File: config.mk
export PLATFORM = sky130hd
export DESIGN_NAME = id_ex_stage
export DESIGN_NICKNAME = d
export VERILOG_FILES = /design/src/rtl/pipe_pkg.sv /design/src/rtl/load_use_detect.sv /design/src/rtl/id_ex_stage.sv
export SDC_FILE = /design/constraint.sdc
export NUM_CORES = 1
export LEC_CHECK = 0
export CAP_MARGIN = 20
export CORE_AREA = 2 2 147 149
export CTS_BUF_LIST = sky130_fd_sc_hd__clkbuf_8 sky130_fd_sc_hd__clkbuf_16
export CTS_CLUSTER_DIAMETER = 200
export DETAILED_ROUTE_END_ITERATION = 6
export DIE_AREA = 0 0 149 151
export PLACE_DENSITY_LB_ADDON = 0.12
export SETUP_SLACK_MARGIN = 0.3
export SLEW_MARGIN = 40
export SYNTH_ARGS = -nofsm -noshare
export SYNTH_HDL_FRONTEND = slang
export SYNTH_SLANG_ARGS = --single-unit
File: constraint.sdc
create_clock -name i_clk -period 4.7 [get_ports i_clk]
set_clock_uncertainty 0.1 [all_clocks]
set_input_delay 0.94 -clock i_clk [delete_from_list [all_inputs] [get_ports i_clk]]
set_output_delay 0.94 -clock i_clk [all_outputs]
set_load 0.03 [all_outputs]
File: src/rtl/pipe_pkg.sv
// Shared RV32I pipeline types: ID/EX control bundle, ID/EX register layout, opcodes.
// Pure declarations, no timing. Used by the ID/EX stage, EX stage and forwarding logic.
package pipe_pkg;

    localparam logic [6:0] OP_RTYPE  = 7'b0110011;
    localparam logic [6:0] OP_ITYPE  = 7'b0010011;
    localparam logic [6:0] OP_LOAD   = 7'b0000011;
    localparam logic [6:0] OP_STORE  = 7'b0100011;
    localparam logic [6:0] OP_BRANCH = 7'b1100011;
    localparam logic [6:0] OP_JAL    = 7'b1101111;
    localparam logic [6:0] OP_JALR   = 7'b1100111;
    localparam logic [6:0] OP_LUI    = 7'b0110111;
    localparam logic [6:0] OP_AUIPC  = 7'b0010111;

    localparam logic [3:0] ALU_NOP = 4'b1111;

    localparam logic [1:0] WB_ALU = 2'b00;
    localparam logic [1:0] WB_MEM = 2'b01;
    localparam logic [1:0] WB_PC4 = 2'b10;

    typedef struct packed {
        logic       br_un;
        logic       rd_wren;
        logic       mem_wren;
        logic [1:0] wb_sel;
        logic       is_branch;
        logic       is_jal;
        logic       is_jalr;
        logic [1:0] opa_sel;
        logic       opb_sel;
        logic       insn_vld;
        logic [3:0] alu_op;
    } id_ex_ctrl_t;

    typedef struct packed {
        logic        vld;
        logic [31:0] pc;
        logic [31:0] rs1_data;
        logic [31:0] rs2_data;
        logic [31:0] imm;
        logic [4:0]  rd;
        logic [4:0]  rs1;
        logic [4:0]  rs2;
        logic [2:0]  funct3;
        id_ex_ctrl_t ctrl;
    } id_ex_reg_t;

    // A bubble must look like a harmless ALU NOP to everything downstream.
    function automatic id_ex_ctrl_t nop_ctrl();
        id_ex_ctrl_t c;
        c        = '0;
        c.alu_op = ALU_NOP;
        c.br_un  = 1'b1;
        return c;
    endfunction

    function automatic id_ex_reg_t bubble_reg();
        id_ex_reg_t r;
        r      = '0;
        r.ctrl = nop_ctrl();
        return r;
    endfunction

endpackage

File: src/rtl/load_use_detect.sv
// Flags an ID instruction that reads the destination of a load currently in EX.
// Purely combinational, zero latency; no backpressure of its own.
// Result feeds the stall/bubble decision in id_ex_stage.
module load_use_detect
    import pipe_pkg::*;
(
    input  logic        id_vld,
    input  logic [31:0] instr,
    input  logic        ex_vld,
    input  logic [4:0]  ex_rd,
    input  id_ex_ctrl_t ex_ctrl,
    output logic        load_use
);

    logic [6:0] opcode;
    logic [4:0] id_rs1;
    logic [4:0] id_rs2;
    logic       use_rs1;
    logic       use_rs2;
    logic       ex_is_load;
    logic       rs1_hit;
    logic       rs2_hit;
    logic       unused_bits;

    assign opcode = instr[6:0];
    assign id_rs1 = instr[19:15];
    assign id_rs2 = instr[24:20];

    // LUI/AUIPC/JAL carry immediate bits in the rs fields, so they must not match.
    always_comb begin
        use_rs1 = 1'b0;
        use_rs2 = 1'b0;
        case (opcode)
            OP_RTYPE, OP_STORE, OP_BRANCH: begin
                use_rs1 = 1'b1;
                use_rs2 = 1'b1;
            end
            OP_ITYPE, OP_LOAD, OP_JALR: begin
                use_rs1 = 1'b1;
            end
            default: begin
                use_rs1 = 1'b0;
                use_rs2 = 1'b0;
            end
        endcase
    end

    assign ex_is_load = ex_vld & ex_ctrl.rd_wren & (ex_ctrl.wb_sel == WB_MEM) & (ex_rd != 5'd0);
    assign rs1_hit    = use_rs1 & (id_rs1 == ex_rd);
    assign rs2_hit    = use_rs2 & (id_rs2 == ex_rd);
    assign load_use   = ex_is_load & id_vld & (rs1_hit | rs2_hit);

    assign unused_bits = ^{instr[31:25], instr[14:7], ex_ctrl.br_un, ex_ctrl.mem_wren,
                           ex_ctrl.is_branch, ex_ctrl.is_jal, ex_ctrl.is_jalr,
                           ex_ctrl.opa_sel, ex_ctrl.opb_sel, ex_ctrl.insn_vld, ex_ctrl.alu_op};

endmodule

File: src/rtl/id_ex_stage.sv
// ID/EX pipeline register with load-use bubble insertion and redirect flush.
// Latency 1 cycle ID->EX; o_stall_id/o_flush_id are combinational (0 cycles).
// i_ex_stall freezes the whole register; redirect and load-use replace the capture with a bubble.
module id_ex_stage
    import pipe_pkg::*;
#(
    parameter int CNT_W = 16
) (
    input  logic             i_clk,
    input  logic             i_reset,
    input  logic             i_id_vld,
    input  logic [31:0]      i_instr,
    input  logic [31:0]      i_pc,
    input  logic [31:0]      i_rs1_data,
    input  logic [31:0]      i_rs2_data,
    input  logic [31:0]      i_imm,
    input  id_ex_ctrl_t      i_ctrl,
    input  logic             i_ex_stall,
    input  logic             i_redirect,
    output logic             o_ex_vld,
    output logic [31:0]      o_ex_pc,
    output logic [31:0]      o_ex_rs1_data,
    output logic [31:0]      o_ex_rs2_data,
    output logic [31:0]      o_ex_imm,
    output logic [4:0]       o_ex_rd,
    output logic [4:0]       o_ex_rs1,
    output logic [4:0]       o_ex_rs2,
    output logic [2:0]       o_ex_funct3,
    output id_ex_ctrl_t      o_ex_ctrl,
    output logic             o_stall_id,
    output logic             o_flush_id,
    output logic [CNT_W-1:0] o_bubble_cnt,
    output logic [CNT_W-1:0] o_flush_cnt
);

    localparam logic [CNT_W-1:0] CNT_MAX = '1;
    localparam logic [CNT_W-1:0] CNT_ONE = CNT_W'(1);

    id_ex_reg_t       ex_q;
    id_ex_reg_t       id_cap;
    logic [CNT_W-1:0] bubble_cnt_q;
    logic [CNT_W-1:0] flush_cnt_q;
    logic             load_use;

    load_use_detect u_load_use_detect (
        .id_vld   (i_id_vld),
        .instr    (i_instr),
        .ex_vld   (ex_q.vld),
        .ex_rd    (ex_q.rd),
        .ex_ctrl  (ex_q.ctrl),
        .load_use (load_use)
    );

    // An all-zero word is not a legal instruction; treat it as a bubble rather than decode it.
    always_comb begin
        id_cap = bubble_reg();
        if (i_instr != 32'd0) begin
            id_cap.vld      = i_id_vld & i_ctrl.insn_vld;
            id_cap.pc       = i_pc;
            id_cap.rs1_data = i_rs1_data;
            id_cap.rs2_data = i_rs2_data;
            id_cap.imm      = i_imm;
            id_cap.rd       = i_instr[11:7];
            id_cap.rs1      = i_instr[19:15];
            id_cap.rs2      = i_instr[24:20];
            id_cap.funct3   = i_instr[14:12];
            id_cap.ctrl     = i_ctrl;
        end
    end

    always_ff @(posedge i_clk) begin
        if (i_reset) begin
            ex_q         <= bubble_reg();
            bubble_cnt_q <= '0;
            flush_cnt_q  <= '0;
        end else if (i_ex_stall) begin
            ex_q <= ex_q;
        end else if (i_redirect) begin
            ex_q <= bubble_reg();
            if (flush_cnt_q != CNT_MAX) begin
                flush_cnt_q <= flush_cnt_q + CNT_ONE;
            end
        end else if (load_use) begin
            ex_q <= bubble_reg();
            if (bubble_cnt_q != CNT_MAX) begin
                bubble_cnt_q <= bubble_cnt_q + CNT_ONE;
            end
        end else begin
            ex_q <= id_cap;
        end
    end

    // A redirect kills the dependent instruction anyway, so it must not also hold the PC.
    assign o_stall_id = ~i_reset & (i_ex_stall | (load_use & ~i_redirect));
    assign o_flush_id = ~i_reset & ~i_ex_stall & i_redirect;

    assign o_ex_vld      = ex_q.vld;
    assign o_ex_pc       = ex_q.pc;
    assign o_ex_rs1_data = ex_q.rs1_data;
    assign o_ex_rs2_data = ex_q.rs2_data;
    assign o_ex_imm      = ex_q.imm;
    assign o_ex_rd       = ex_q.rd;
    assign o_ex_rs1      = ex_q.rs1;
    assign o_ex_rs2      = ex_q.rs2;
    assign o_ex_funct3   = ex_q.funct3;
    assign o_ex_ctrl     = ex_q.ctrl;
    assign o_bubble_cnt  = bubble_cnt_q;
    assign o_flush_cnt   = flush_cnt_q;

endmodule

Placed cells, one color a class:
Scale bar: 50 um. Fill, decap, tap and diode cells in gray.
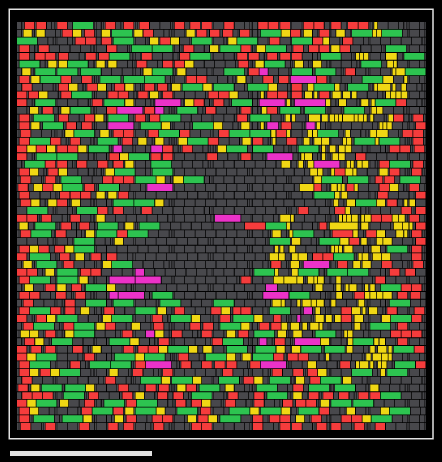
| color | class | cells | share of their area |
|---|---|---|---|
| yellow | all other logic | 366 | 24% |
| magenta | clock drivers and dummy loads | 31 | 5.2% |
| red | other buffers and delay cells | 385 | 35% |
| green | flops | 195 | 36% |
Core Region: 20800 um2
Final Util: 54.3%
sequential cell area share: 34.6%
fin area: 11300 um2
row cnt: 53

==> results_dict.tcl <==
# flow metrics
set metrics [dict create \
    n_all_buffers 385 \
    tightest_slew_ns 0.590 \
    comb_area_um2 2580 \
    post-synth-top-count-cell "dfxtp_1" \
    mux_share_pct 0.972 \
    taps 275 \
    dr_wl_met3_mm 2.03 \
    core_util_floorplan_pct 32.1 \
    fmax_mhz 240 \
    clock_power_w 0.00143 \
    power_frac_seq_pct 47.1 \
    required_ns 3.66 \
    arrival_ns 3.12 \
    ys_sh_xor_pct 2.88 \
    vias 6084 \
    maxSlewViolCount 0 \
    hold_ws_ns 0.374 \
    io_buffers 377 \
    status "finished clean" \
    fin_crit_ns 4.16 \
    yosys_cells 604 \
    top_area_cell "dfxtp_1" \
    maxUsedRoutingLayer "met4" \
    nFillCells 1849 \
    adder_share_pct 0.374 \
    top_area_share_pct 58.3 \
    ff_latch_area_um2 3900 \
    final_nets 1148 \
    h-tree-depth 4 \
    r2r_cells 6 \
]
Gate-type map:
Scale bar: 50 um.
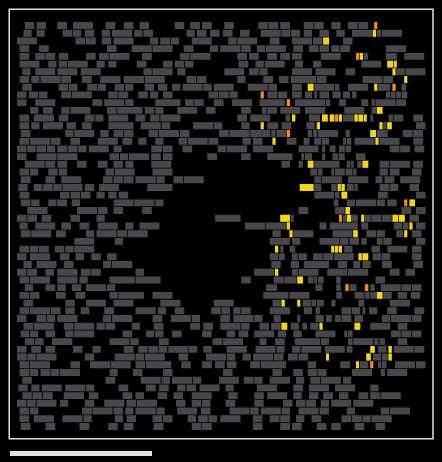
| color | family | cells |
|---|---|---|
| orange | inverters | 12 |
| yellow | NOR gates | 62 |

